<file path="config.mk">
export PLATFORM = sky130hd
export DESIGN_NAME = sn_write_scheduler
export DESIGN_NICKNAME = d
export VERILOG_FILES = /design/src/rtl/sn_write_scheduler.sv
export SDC_FILE = /design/constraint.sdc
export NUM_CORES = 1
export LEC_CHECK = 0
export ABC_AREA = 1
export CAP_MARGIN = 20
export CORE_MARGIN = 3
export CORE_UTILIZATION = 40
export CTS_CLUSTER_DIAMETER = 40
export DETAILED_ROUTE_END_ITERATION = 10
export PLACE_DENSITY = 0.68
export SLEW_MARGIN = 10
export SYNTH_ARGS = -nofsm -noshare
export SYNTH_HDL_FRONTEND = slang
export SYNTH_SLANG_ARGS = --single-unit
</file>
<file path="constraint.sdc">
create_clock -name CLK -period 2.7 [get_ports CLK]
set_clock_uncertainty 0.05 [all_clocks]
set_input_delay 0.81 -clock CLK [delete_from_list [all_inputs] [get_ports CLK]]
set_output_delay 0.81 -clock CLK [all_outputs]
set_load 0.01 [all_outputs]
</file>
<file path="src/rtl/sn_write_scheduler.sv">
// sn_write_scheduler: round-robin byte-write arbiter feeding the SN76489 serial register path
//   CLK      system clock, everything on posedge
//   nRST     asynchronous active-low reset
//   REQ      per-requester level request, held until GNT
//   REQ_DATA byte of requester i at [8i+7:8i]
//   GNT      one-hot single-cycle accept pulse (combinational in IDLE)
//   SR_DATA  registered serial bit, LSB first, into the shift register MSB
//   LATCH    one-cycle strobe while the shift register holds the byte
//   LATCH_ID requester index of the latched byte
//   READY    high only while idle
module sn_write_scheduler #(
  parameter int N_REQ       = 2,
  parameter int BUSY_CYCLES = 32,
  localparam int IW         = N_REQ > 1 ? $clog2(N_REQ) : 1
) (
  input  logic                 CLK,
  input  logic                 nRST,
  input  logic [N_REQ-1:0]     REQ,
  input  logic [8*N_REQ-1:0]   REQ_DATA,
  output logic [N_REQ-1:0]     GNT,
  output logic                 SR_DATA,
  output logic                 LATCH,
  output logic [IW-1:0]        LATCH_ID,
  output logic                 READY
);
  localparam int BW = BUSY_CYCLES > 1 ? $clog2(BUSY_CYCLES) : 1;
  typedef enum logic [1:0] {S_IDLE, S_SHIFT, S_LATCH, S_BUSY} state_t;
  state_t state_q, state_d;
  logic [7:0] data_q, data_d, byte_sel;
  logic [IW-1:0] id_q, id_d, ptr_q, ptr_d, sel, idx;
  logic [2:0] bit_q, bit_d;
  logic [BW-1:0] busy_q, busy_d;
  logic sr_q, sr_d, any;
  // Scan downward so the requester closest after the pointer wins.
  always_comb begin
    sel = '0;
    idx = '0;
    any = 1'b0;
    for (int i = N_REQ; i >= 1; i--) begin
      idx = IW'((int'(ptr_q) + i) % N_REQ);
      if (REQ[idx]) begin
        sel = idx;
        any = 1'b1;
      end
    end
  end
  always_comb begin
    byte_sel = '0;
    for (int i = 0; i < N_REQ; i++)
      if (sel == IW'(i)) byte_sel = REQ_DATA[8*i +: 8];
  end
  // data_q shifts right each SHIFT cycle, so data_q[1] is always the next bit;
  // after bit 7 it is zero, which leaves SR_DATA low in the LATCH cycle.
  always_comb begin
    state_d = state_q;
    data_d  = data_q;
    id_d    = id_q;
    ptr_d   = ptr_q;
    bit_d   = bit_q;
    busy_d  = busy_q;
    sr_d    = 1'b0;
    GNT     = '0;
    LATCH   = 1'b0;
    READY   = 1'b0;
    case (state_q)
      S_IDLE: begin
        READY = 1'b1;
        if (any) begin
          GNT     = nRST ? N_REQ'(1) << sel : '0;
          data_d  = byte_sel;
          sr_d    = byte_sel[0];
          id_d    = sel;
          ptr_d   = sel;
          bit_d   = '0;
          state_d = S_SHIFT;
        end
      end
      S_SHIFT: begin
        data_d  = data_q >> 1;
        sr_d    = data_q[1];
        bit_d   = bit_q + 3'd1;
        state_d = bit_q == 3'd7 ? S_LATCH : S_SHIFT;
      end
      S_LATCH: begin
        LATCH   = 1'b1;
        busy_d  = BW'(BUSY_CYCLES - 1);
        state_d = BUSY_CYCLES == 0 ? S_IDLE : S_BUSY;
      end
      default: begin
        busy_d  = busy_q - 1'b1;
        state_d = busy_q == '0 ? S_IDLE : S_BUSY;
      end
    endcase
  end
  always_ff @(posedge CLK or negedge nRST)
    if (!nRST) begin
      state_q <= S_IDLE;
      data_q  <= '0;
      id_q    <= '0;
      ptr_q   <= IW'(N_REQ - 1);
      bit_q   <= '0;
      busy_q  <= '0;
      sr_q    <= 1'b0;
    end else begin
      state_q <= state_d;
      data_q  <= data_d;
      id_q    <= id_d;
      ptr_q   <= ptr_d;
      bit_q   <= bit_d;
      busy_q  <= busy_d;
      sr_q    <= sr_d;
    end
  assign SR_DATA  = sr_q;
  assign LATCH_ID = id_q;
endmodule

</file>
==> images/m3.png <==
The bar under the picture is 20 um long.
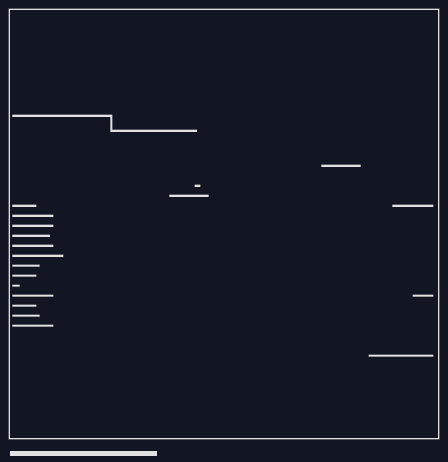
share of all routed wire: 4.4%
longest straight run: 13.3 um
nets with wire on the layer: 19
wire length on this layer: 108 um
met3 Usage GRT: 0.0290
total via count after detailed routing: 1038
sum of routed wire length over all layers: 2430 um

==> images/class_map.png <==
Fill, decap, tap and diode cells in grey.
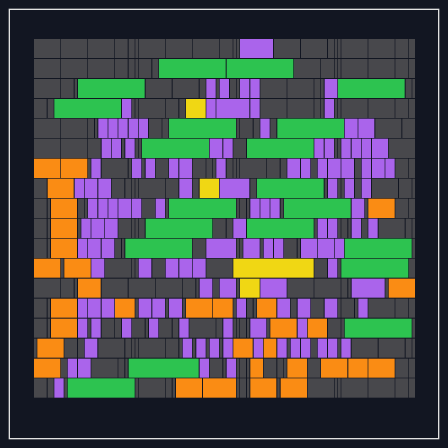
legend:
  yellow:
    class: clock drivers and dummy loads
    cells: 4
    share_of_their_area: 3.7%
  green:
    class: sequential cells
    cells: 20
    share_of_their_area: 35%
  orange:
    class: remaining buffers and delay cells
    cells: 32
    share_of_their_area: 21%
  purple:
    class: remaining logic cells
    cells: 126
    share_of_their_area: 41%
Placeable Area: 0.00254 mm^2
Core Util, Final: 0.576
register fraction of the total cell area: 0.342
Final Cell Area: 0.00147 mm^2
number of placement rows: 18

==> images/port_trees.png <==
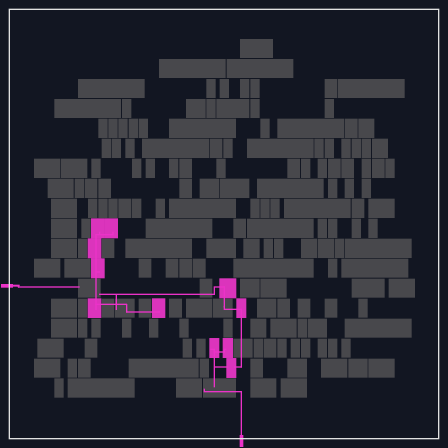
legend:
  magenta:
    port: REQ
    direction: input
    edge: 1 bottom, 1 left
    end_cells: 11
    wire: 87.6 um

==> images/m2.png <==
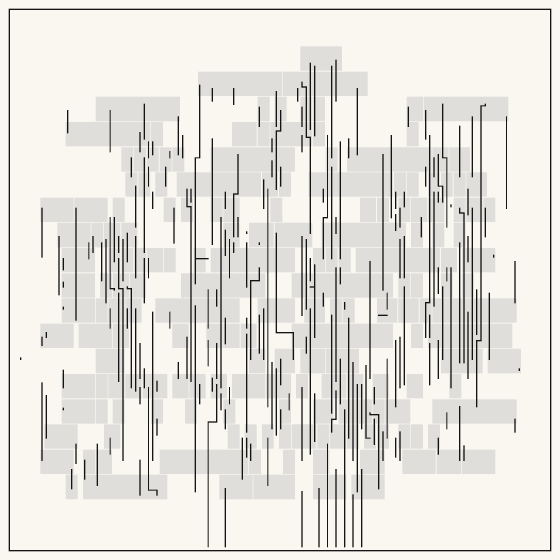
longest straight run: 25.3 um
nets with wire on the layer: 164
main direction: vertical

==> flow_metrics.rpt <==
FLOW METRICS REPORT
----------------------------------------------------
[Drt]
  Length of routed met3 wiring ........................ around 110 um
  Wire length on met1 ........................ 1110 um
  Uppermost layer routed ........................ met4
  Post-detailed-route via-to-cell ratio ........................ 4.90
  Remaining design rule violation count ........................ 0

[Synth]
  Avg Cell Area, Syn ........................ 7.39 um^2
  Unique cell type count in the Yosys netlist ........................ 20
  Share of the synthesized area in the top cell type ........................ 0.435
  Total cells reported by yosys after synthesis ........................ 148
  Flip-flops with a built-in enable ........................ 0
  Number of standard cells after synthesis ........................ between 100 and 150
  Asr flop ratio synth ........................ 1.00

[Setup path]
  Endpoint required time on the critical path ........................ 1.84 ns
  Reg-to-reg critical path startpoint ........................ state_q[1]$_DFFE_PN0P_
  Cells on worst reg2reg path ........................ 5

[Global route]
  GR Layer Usage met1 ........................ 0.196
  Total routing usage reported by global routing ........................ 0.156
  Via count of the first global-routing pass ........................ 951
  Busiest grt layer ........................ met2

[Cells and area]
  Fraction of layout cells with a size suffix above 1 ........................ 0.137
  Final Instance Count excl. Fillers ........................ approximately 210
  Number of nets in the finished design ........................ roughly 200

[Outcome]
  Result of the run ........................ finished clean

[Clocking]
  CTS H-tree lvls ........................ 1
  Number of buffers created by CTS ........................ 3
  Number of buffers inserted by hold repair at cts ........................ 0

[Final timing]
  Clock period minus worst slack ........................ 2.56 ns

[Power and ir drop]
  Clock network power share ........................ 0.173
  Comb power ........................ 0.000632 W
  Power per cell area ........................ 973 mW/mm^2
  Sequential group share of total power ........................ 0.384
  Switching power ........................ approximately 0.00056 W
  Combinational share of power ........................ 0.443

[Placed design]
  Placed instance area ........................ 0.00142 mm^2
  HPWL after detailed placement ........................ 1870 um

[Floorplanning]
  Die height ........................ 58.3 um
  Number of ports placed on the die boundary ........................ 26

----------------------------------------------------
==> cells by family after synthesis <==
family | after synthesis | synth area share
and+or+nand+nor | 86 | 0.343
AOI/OAI and AO/OA | 17 | 0.0778
adders and majority gates | 3 | 0.0343
buffers and inverters | 22 | 0.0858
DFF | 20 | 0.459
==> state kept, by name, summed over array words and instances (netlist names) <==
name,flops
state_q,2
ptr_q,1
data_q,7
bit_q,3
LATCH_ID,1
SR_DATA,1
busy_q,5
==> cell type report <==
type	instances	share of cell area
Clock buffer	3	0.0154
Clock inverter	1	0.0205
Inverter	20	0.0529
Multi-Input combinational cell	106	0.343
Sequential cell	20	0.342
Tap cell	30	0.0256
Timing Repair Buffer	32	0.201
==> final timing paths <==
check / end / slack (ns)
worst max-delay path: GNT[0] / 0.14
max in group asynchronous: ptr_q$_DFFE_PN1P_ / 1.51
worst min register to register: ptr_q$_DFFE_PN1P_ / 0.43
worst min-delay path: ptr_q$_DFFE_PN1P_ / 0.43
worst max register to register: data_q[6]$_DFFE_PN0P_ / 1.38
min in group asynchronous: LATCH_ID$_DFFE_PN0P_ / 0.82
==> critical path: stages <==
cell	delay [ns]
sky130_fd_sc_hd__clkdlybuf4s50_1	0.48
sky130_fd_sc_hd__inv_1	0.07
sky130_fd_sc_hd__nor3_2	0.18
sky130_fd_sc_hd__buf_2	0.15
==> stage by stage <==
stage / hold WS (ns) / setup slack, ns
after floorplan: 0.396 / 0.349
after detailed placement: 0.413 / -0.475
after global routing: 0.447 / 0.105
after global placement: 0.409 / -0.422
after CTS: 0.430 / 0.0000708
final: 0.425 / 0.137
==> timing repair <==
action,in CTS,in global routing
gates resized,10,2
gates cloned,0,0
setup endpoints to repair,2,2
pin swaps,1,0
No activity file was given, so power comes from the tool's default toggle rates.
